<file path="src/rtl/lsu_pkg.sv">
// Shared types and constants for the load/store unit.
package lsu_pkg;

  typedef enum logic [1:0] {
    IDLE = 2'd0,
    REQ  = 2'd1,
    WAIT = 2'd2,
    RESP = 2'd3
  } lsu_state_t;

  // RV32I funct3 width/sign encodings for loads and stores
  localparam logic [2:0] F3_B  = 3'd0;
  localparam logic [2:0] F3_H  = 3'd1;
  localparam logic [2:0] F3_W  = 3'd2;
  localparam logic [2:0] F3_BU = 3'd4;
  localparam logic [2:0] F3_HU = 3'd5;

  // Timeout counter width; covers MAX_WAIT up to 65535
  localparam int unsigned CNT_W = 16;

endpackage

</file>
<file path="src/rtl/lsu_data_align.sv">
// Combinational lane logic: store replication/strobes, load extract and
// extension, and the illegal-funct3 / misalignment check.
module lsu_data_align
  import lsu_pkg::*;
(
  input  logic        write_i,
  input  logic [2:0]  funct3_i,
  input  logic [1:0]  addr_lo_i,
  input  logic [31:0] wdata_i,
  input  logic [31:0] rdata_i,
  output logic [31:0] mem_wdata_o,
  output logic [3:0]  mem_wstrb_o,
  output logic [31:0] load_data_o,
  output logic        err_o
);

  logic [7:0]  byte_s;
  logic [15:0] half_s;

  // Pick the addressed byte and half-word out of the read word
  always_comb begin
    byte_s = rdata_i[7:0];
    case (addr_lo_i)
      2'd0:    byte_s = rdata_i[7:0];
      2'd1:    byte_s = rdata_i[15:8];
      2'd2:    byte_s = rdata_i[23:16];
      2'd3:    byte_s = rdata_i[31:24];
      default: byte_s = rdata_i[7:0];
    endcase
    half_s = addr_lo_i[1] ? rdata_i[31:16] : rdata_i[15:0];
  end

  // Decode width/sign, build lanes and flag illegal or misaligned accesses
  always_comb begin
    mem_wdata_o = 32'd0;
    mem_wstrb_o = 4'b0000;
    load_data_o = 32'd0;
    err_o       = 1'b0;
    case (funct3_i)
      F3_B: begin
        mem_wdata_o = {4{wdata_i[7:0]}};
        mem_wstrb_o = 4'b0001 << addr_lo_i;
        load_data_o = {{24{byte_s[7]}}, byte_s};
      end
      F3_H: begin
        err_o       = addr_lo_i[0];
        mem_wdata_o = {2{wdata_i[15:0]}};
        mem_wstrb_o = addr_lo_i[1] ? 4'b1100 : 4'b0011;
        load_data_o = {{16{half_s[15]}}, half_s};
      end
      F3_W: begin
        err_o       = (addr_lo_i != 2'd0);
        mem_wdata_o = wdata_i;
        mem_wstrb_o = 4'b1111;
        load_data_o = rdata_i;
      end
      F3_BU: begin
        err_o       = write_i;
        load_data_o = {24'd0, byte_s};
      end
      F3_HU: begin
        err_o       = write_i | addr_lo_i[0];
        load_data_o = {16'd0, half_s};
      end
      default: begin
        err_o = 1'b1;
      end
    endcase
    // Loads never drive write lanes
    if (!write_i) begin
      mem_wdata_o = 32'd0;
      mem_wstrb_o = 4'b0000;
    end else begin
      load_data_o = 32'd0;
    end
  end

endmodule

</file>
<file path="src/rtl/load_store_unit.sv">
// Multi-cycle RV32I load/store unit: one transaction at a time over a
// valid/ready memory bus, with a response timeout.
module load_store_unit
  import lsu_pkg::*;
#(
  parameter int unsigned MAX_WAIT   = 255,
  parameter int unsigned ADDR_WIDTH = 32
) (
  input  logic                  clk,
  input  logic                  reset,
  input  logic                  req_valid,
  output logic                  req_ready,
  input  logic                  req_write,
  input  logic [2:0]            req_funct3,
  input  logic [ADDR_WIDTH-1:0] req_addr,
  input  logic [31:0]           req_wdata,
  output logic                  resp_valid,
  output logic [31:0]           resp_rdata,
  output logic                  resp_err,
  output logic                  busy,
  output logic                  mem_req_valid,
  input  logic                  mem_req_ready,
  output logic [ADDR_WIDTH-1:0] mem_addr,
  output logic                  mem_we,
  output logic [31:0]           mem_wdata,
  output logic [3:0]            mem_wstrb,
  input  logic                  mem_resp_valid,
  input  logic [31:0]           mem_resp_rdata
);

  // Timeout fires on the MAX_WAIT-th cycle spent in REQ/WAIT
  localparam logic [CNT_W-1:0] CNT_LAST = 16'(MAX_WAIT - 32'd1);

  lsu_state_t            state_q, state_d;
  logic [CNT_W-1:0]      cnt_q, cnt_d;
  logic                  write_q, write_d;
  logic [2:0]            funct3_q, funct3_d;
  logic [ADDR_WIDTH-1:0] addr_q, addr_d;
  logic [31:0]           wdata_q, wdata_d;
  logic                  resp_valid_q, resp_valid_d;
  logic [31:0]           resp_rdata_q, resp_rdata_d;
  logic                  resp_err_q, resp_err_d;

  logic                  in_idle_s, in_req_s, timeout_s;
  logic                  sel_write_s;
  logic [2:0]            sel_funct3_s;
  logic [1:0]            sel_addr_lo_s;
  logic [31:0]           sel_wdata_s;
  logic [31:0]           lane_wdata_s, load_data_s;
  logic [3:0]            lane_wstrb_s;
  logic                  access_err_s;

  assign in_idle_s = (state_q == IDLE);
  assign in_req_s  = (state_q == REQ);
  assign timeout_s = (cnt_q == CNT_LAST);

  // In IDLE the checker looks at the incoming request; afterwards at the latch
  assign sel_write_s   = in_idle_s ? req_write     : write_q;
  assign sel_funct3_s  = in_idle_s ? req_funct3    : funct3_q;
  assign sel_addr_lo_s = in_idle_s ? req_addr[1:0] : addr_q[1:0];
  assign sel_wdata_s   = in_idle_s ? req_wdata     : wdata_q;

  lsu_data_align u_align (
    .write_i     (sel_write_s),
    .funct3_i    (sel_funct3_s),
    .addr_lo_i   (sel_addr_lo_s),
    .wdata_i     (sel_wdata_s),
    .rdata_i     (mem_resp_rdata),
    .mem_wdata_o (lane_wdata_s),
    .mem_wstrb_o (lane_wstrb_s),
    .load_data_o (load_data_s),
    .err_o       (access_err_s)
  );

  assign req_ready     = in_idle_s && !reset;
  assign busy          = !in_idle_s;
  assign mem_req_valid = in_req_s;
  assign mem_addr      = in_req_s ? {addr_q[ADDR_WIDTH-1:2], 2'b00} : {ADDR_WIDTH{1'b0}};
  assign mem_we        = in_req_s & write_q;
  assign mem_wdata     = in_req_s ? lane_wdata_s : 32'd0;
  assign mem_wstrb     = in_req_s ? lane_wstrb_s : 4'b0000;
  assign resp_valid    = resp_valid_q;
  assign resp_rdata    = resp_rdata_q;
  assign resp_err      = resp_err_q;

  // Next-state, latch, timeout and response computation
  always_comb begin
    state_d      = state_q;
    cnt_d        = cnt_q;
    write_d      = write_q;
    funct3_d     = funct3_q;
    addr_d       = addr_q;
    wdata_d      = wdata_q;
    resp_rdata_d = 32'd0;
    resp_err_d   = 1'b0;
    case (state_q)
      IDLE: begin
        if (req_valid) begin
          write_d  = req_write;
          funct3_d = req_funct3;
          addr_d   = req_addr;
          wdata_d  = req_wdata;
          cnt_d    = {CNT_W{1'b0}};
          if (access_err_s) begin
            state_d    = RESP;
            resp_err_d = 1'b1;
          end else begin
            state_d = REQ;
          end
        end else begin
          state_d = IDLE;
        end
      end
      REQ: begin
        cnt_d = cnt_q + 16'd1;
        if (timeout_s) begin
          state_d    = RESP;
          resp_err_d = 1'b1;
        end else if (mem_req_ready) begin
          state_d = WAIT;
        end else begin
          state_d = REQ;
        end
      end
      WAIT: begin
        cnt_d = cnt_q + 16'd1;
        if (timeout_s) begin
          state_d    = RESP;
          resp_err_d = 1'b1;
        end else if (mem_resp_valid) begin
          state_d      = RESP;
          resp_rdata_d = write_q ? 32'd0 : load_data_s;
        end else begin
          state_d = WAIT;
        end
      end
      RESP: begin
        state_d = IDLE;
      end
      default: begin
        state_d = IDLE;
      end
    endcase
    resp_valid_d = (state_d == RESP);
  end

  // State, latched request, counter and registered response
  always_ff @(posedge clk) begin
    if (reset) begin
      state_q      <= IDLE;
      cnt_q        <= {CNT_W{1'b0}};
      write_q      <= 1'b0;
      funct3_q     <= 3'd0;
      addr_q       <= {ADDR_WIDTH{1'b0}};
      wdata_q      <= 32'd0;
      resp_valid_q <= 1'b0;
      resp_rdata_q <= 32'd0;
      resp_err_q   <= 1'b0;
    end else begin
      state_q      <= state_d;
      cnt_q        <= cnt_d;
      write_q      <= write_d;
      funct3_q     <= funct3_d;
      addr_q       <= addr_d;
      wdata_q      <= wdata_d;
      resp_valid_q <= resp_valid_d;
      resp_rdata_q <= resp_rdata_d;
      resp_err_q   <= resp_err_d;
    end
  end

endmodule

</file>
<file path="config.mk">
export PLATFORM = sky130hd
export DESIGN_NAME = load_store_unit
export DESIGN_NICKNAME = d
export VERILOG_FILES = /design/src/rtl/lsu_pkg.sv /design/src/rtl/lsu_data_align.sv /design/src/rtl/load_store_unit.sv
export SDC_FILE = /design/constraint.sdc
export NUM_CORES = 1
export LEC_CHECK = 0
export ABC_AREA = 1
export ABC_CLOCK_PERIOD_IN_PS = 2050
export CAP_MARGIN = 15
export CELL_PAD_IN_SITES_DETAIL_PLACEMENT = 1
export CELL_PAD_IN_SITES_GLOBAL_PLACEMENT = 1
export CORE_MARGIN = 5
export CORE_UTILIZATION = 38
export CTS_CLUSTER_DIAMETER = 60
export DETAILED_ROUTE_END_ITERATION = 8
export DONT_BUFFER_PORTS = 1
export GPL_TIMING_DRIVEN = 0
export MAX_ROUTING_LAYER = met4
export PLACE_DENSITY = 0.71
export SYNTH_ARGS = -nofsm -noshare
export SYNTH_HDL_FRONTEND = slang
export SYNTH_SLANG_ARGS = --single-unit
</file>
<file path="constraint.sdc">
create_clock -name clk -period 2.05 [get_ports clk]
set_input_delay 0.41 -clock clk [delete_from_list [all_inputs] [get_ports clk]]
set_output_delay 0.41 -clock clk [all_outputs]
set_load 0.005 [all_outputs]
</file>
**Run 1: M1 wires**

(3 px per um) Supply wires on this layer in gray. Cells faint in the background.
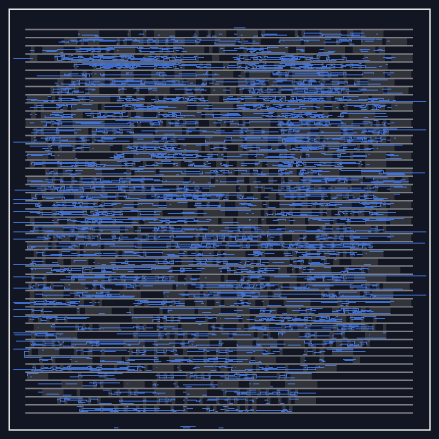
The layer holds 40% of the routed length. The layer carries 9850 um of wire. The longest straight run is 54.7 um. The wires run mostly horizontal. 1102 nets have wire on it.

**Run 1: the metal 2 layer**

(3 px per um)
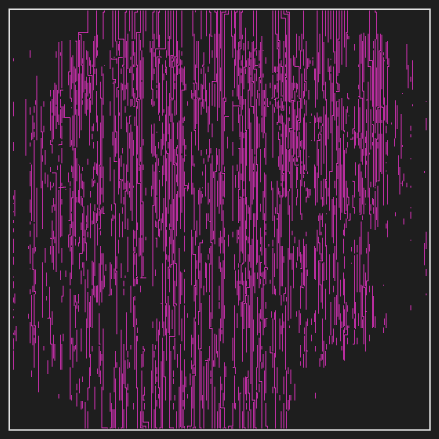
The wires run mostly vertical. 997 nets have wire on it. The longest straight run is 62.9 um.
M2 GR Usage: 40.4%
total vias in the final route: 6711

**Run 1: M3 wires**

(4 px per um) Cells faint in the background.
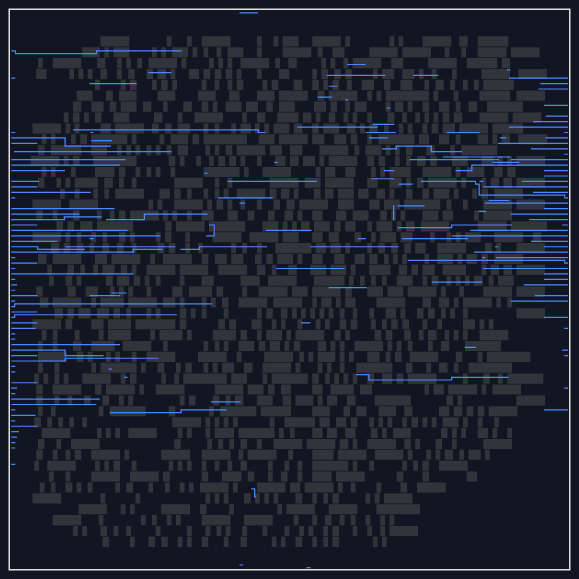
The longest straight run is 49.2 um. The layer holds 7.5% of the routed length. The wires run mostly horizontal.
Detailed Route WL: 24500 um
M3 GR Usage: 7.65%

==> flow_metrics.env, run 1 <==
# implementation run metrics
export IMPL_setup_worst_path_start="state_q[0]"
export IMPL_setup_violations_final=50
export IMPL_end_kind="output pin"
export IMPL_cts_hold_repair_buffers=0
export IMPL_worstPathArrival_ns=2.12
export IMPL_cp_common_cell="buf_12"
export IMPL_synthDistinctLibCells=38
export IMPL_min_to="addr_q[17]"
export IMPL_mostFrequentLayoutCells="194 x nand2_1, 170 x nor2_1, 118 x dfxtp_1"
export IMPL_clockBufferDepth=2
export IMPL_buf_share_pct=11.1
export IMPL_cp_slowest_cell="dfxtp_2"
export IMPL_buffers=105
export IMPL_wl_met1_um=9850
export IMPL_r2r_end="resp_err"
export IMPL_powerClk_mw=3.59
export IMPL_numPortBuffers=0
export IMPL_edf_count=0
export IMPL_drv_cap=0
export IMPL_grt_pass1_vias=6845
export IMPL_ys_area_sq_um=6400
export IMPL_dieHeight_um=140
export IMPL_p_int_mw=7.50
export IMPL_post_route_min_period_ns=2.53
export IMPL_setup_slack_ns=-0.478
export IMPL_cp_depth=12
export IMPL_reg2regPathDepth=16
export IMPL_nClkBuffers=20
export IMPL_path_clk_slew_ns=0.06
export IMPL_synthesis_area_sq_um=6400
export IMPL_syn_inst=982
export IMPL_outcome="finished with violations"
export IMPL_power_switching_mw=5.30
export IMPL_area_growth_pct=35.5
export IMPL_num_rows=47
export IMPL_hold_violations=0
export IMPL_drive_above_1_share_pct=24.6
export IMPL_warning_count=33
export IMPL_min_path_cells=2
export IMPL_violations="setup timing"
export IMPL_ff_type="dfxtp_1"
export IMPL_yosys_area_share_xor_xnor_pct=0
export IMPL_clock_area_share_pct=7.99
export IMPL_crit_path_max_fanout=8
export IMPL_met2WireLength_um=12300
==> run 1: Yosys cell counts (8+ instances only) <==
cell type  count  area [sq um]
buf_2          8          40.0
buf_6         10           113
a21oi_1       63           315
o31ai_1        8          60.1
nand3_1       16          80.1
nor2_1       200           751
inv_1        110           413
dfxtp_1      120          2400
clkbuf_1      27           101
a31oi_1       26           163
nand2_2        8          50.1
nand2_1      207           777
o21ai_0      106           531
==> run 1: stage by stage <==
step / TNS, ns / power [mW] / worst slack [ns] / area (sq um)
after CTS: -16.05 / 12.0 / -0.459 / 8110
after floorplan: 0 / 6.07 / 0.0155 / 6440
after detailed placement: -10.87 / 7.22 / -0.364 / 6710
after global routing: -23.56 / 13.6 / -0.598 / 8670
final: -17.14 / 12.8 / -0.478 / 8670
after global placement: -9.89 / 7.16 / -0.357 / 6710
--- run 2 (diff from run 1) ---
--- a/config.mk
+++ b/config.mk
@@ -12,9 +12,11 @@
 export CELL_PAD_IN_SITES_GLOBAL_PLACEMENT = 1
 export CORE_MARGIN = 5
 export CORE_UTILIZATION = 38
+export CTS_BUF_LIST = sky130_fd_sc_hd__clkbuf_2 sky130_fd_sc_hd__clkbuf_4 sky130_fd_sc_hd__clkbuf_8
 export CTS_CLUSTER_DIAMETER = 60
 export DETAILED_ROUTE_END_ITERATION = 8
 export DONT_BUFFER_PORTS = 1
+export GPL_ROUTABILITY_DRIVEN = 0
 export GPL_TIMING_DRIVEN = 0
 export MAX_ROUTING_LAYER = met4
 export PLACE_DENSITY = 0.71
**Run 2: track usage over the die**

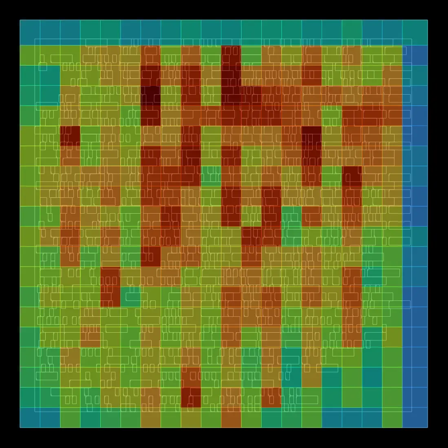
global route hottest layer: met2
met1 Use GR: 29.1%

**Run 2: M1 wires**

(3 px per um) Supply wires on this layer in gray. Cells faint in the background.
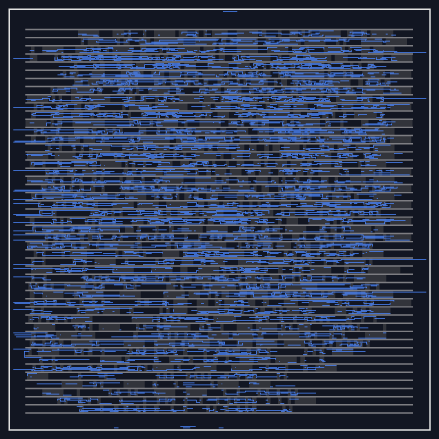
1102 nets have wire on it. The layer holds 40% of the routed length.

**Run 2: the metal 4 layer**

(3 px per um) Supply wires on this layer in gray. Cells faint in the background.
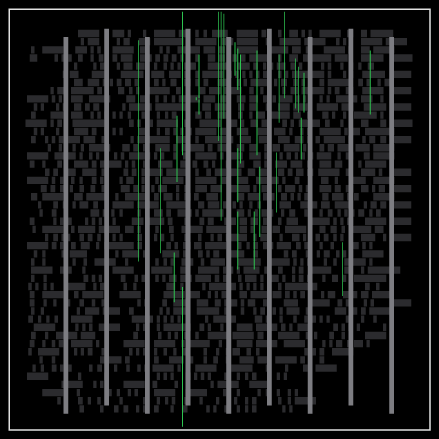
The layer holds 2.9% of the routed length. 22 nets have wire on it. The layer carries 748 um of wire. The wires run mostly vertical. The longest straight run is 73.4 um.
total vias in the final route: 6899
Detailed Route WL: 26000 um

==> run 2 against run 1 <==
Effect of this change: the flow still finishes with violations (setup timing); combinational power grew 11%; worst setup slack lost 0.061 ns; critical path depth is the same; clock skew grew 0.0057 ns; die size is the same; utilization grew 0.54 points; critical path type unchanged.
==> flow_metrics.env, run 2 <==
# implementation run metrics
export IMPL_mostFrequentLayoutCells="184 x nand2_1, 168 x nor2_1, 118 x dfxtp_1"
export IMPL_via_per_inst=5.36
export IMPL_drv_cap=0
export IMPL_worstHoldPathType="input port to flop"
export IMPL_wl_met1_um=10500
export IMPL_dieHeight_um=140
export IMPL_power_switching_mw=5.64
export IMPL_total_power_mw=12.7
export IMPL_grt_pass1_vias=6997
export IMPL_yosys_area_top_type="dfxtp_1"
export IMPL_placed_area_sq_um=6710
export IMPL_p_int_mw=7.07
export IMPL_peakVddDrop_uv=635
export IMPL_ys_seq_share_pct=37.5
export IMPL_yosysTopAreaCellShare_pct=37.5
export IMPL_fmax_mhz=386
export IMPL_synthDistinctLibCells=38
export IMPL_hold_violations=0
export IMPL_drive_above_1_share_pct=26.8
export IMPL_topCellsByArea="dfxtp_1 38%, nand2_1 12%, nor2_1 12%, o21ai_0 8.3%, inv_1 6.5%"
export IMPL_r2r_end="resp_rdata[18]"
export IMPL_violations="setup timing"
export IMPL_coreArea_sq_um=16500
export IMPL_area_growth_pct=36.9
export IMPL_num_rows=47
export IMPL_grt_use_met2_pct=40.5
export IMPL_worst_pin_slew_ns=0.574
export IMPL_htreeDepth=4
export IMPL_numCtsBuffers=17
export IMPL_end_kind="output pin"
export IMPL_setup_slack_ns=-0.539
export IMPL_slowest_delay_ns=0.34
export IMPL_slew_headroom_pct=61.8
export IMPL_ff_type="dfxtp_1"
export IMPL_cp_slowest_cell="dfxtp_2"
export IMPL_edf_count=0
export IMPL_met2WireLength_um=12900
export IMPL_cp_common_cell="nand2_4"
export IMPL_post_route_min_period_ns=2.59
export IMPL_route_detailed_drc=0
export IMPL_grt_util_met3_pct=7.38
export IMPL_syn_inst=982
export IMPL_crit_path_max_fanout=8
export IMPL_min_path_cells=2
export IMPL_postCtsSetupRepairBufs=35
export IMPL_clockBufferDepth=2
export IMPL_dr_wl_met3_um=1880
export IMPL_cts_hold_repair_buffers=0
export IMPL_cts_root_buffer="clkbuf_8"
export IMPL_die_w_um=140
export IMPL_worstPathArrival_ns=2.18
export IMPL_pre_cts_ws_ns=-0.364
export IMPL_outcome="finished with violations"
export IMPL_setup_worst_path_start="state_q[1]"
export IMPL_synthTopCellsByCount="207 x nand2_1, 200 x nor2_1, 120 x dfxtp_1"
export IMPL_top_cell="nand2_1"
export IMPL_hpwl_um=16800
export IMPL_warning_count=33
export IMPL_numPortBuffers=0
export IMPL_fin_tns_setup_ns=-20.46
export IMPL_fin_area_sq_um=8760
export IMPL_pg_seq_mw=2.89
export IMPL_synthesis_area_sq_um=6400
export IMPL_path_clk_slew_ns=0.08
export IMPL_reg2regPathDepth=14
export IMPL_powerClk_mw=2.83
export IMPL_crit_family="buffers and inverters"
export IMPL_yosys_area_share_xor_xnor_pct=0
export IMPL_min_to="addr_q[17]"
export IMPL_ys_area_sq_um=6400
export IMPL_setup_violations_final=61
export IMPL_cp_depth=12
export IMPL_path_buffers=6
run 2: cell types whose count changed in the layout (fill, tap and decap cells not counted), moves of 4 or more:
cell / change
o21ai_1: -4
nand2_1: -10
buf_4: -5
buf_6: +4
nand2_4: +5
clkbuf_2: -4
o31ai_4: +4
nor2_2: -5
nor2_4: +7
clkbuf_8: +16
clkbuf_16: -17
nand2_2: +5
a31oi_1: -5
run 2: layout make-up:
cell class	instances	area, sq um	area share, %
clock inverter	12	246	2.81
multi-input combinational	694	4110	46.9
tap	220	275	3.14
buffer	53	455	5.20
clock buffer	20	263	3.00
antenna	1	2.50	0.0286
sequential	120	2400	27.4
timing repair buffer	52	544	6.21
inverter	116	463	5.28
Power is estimated from default activity; no workload was simulated.
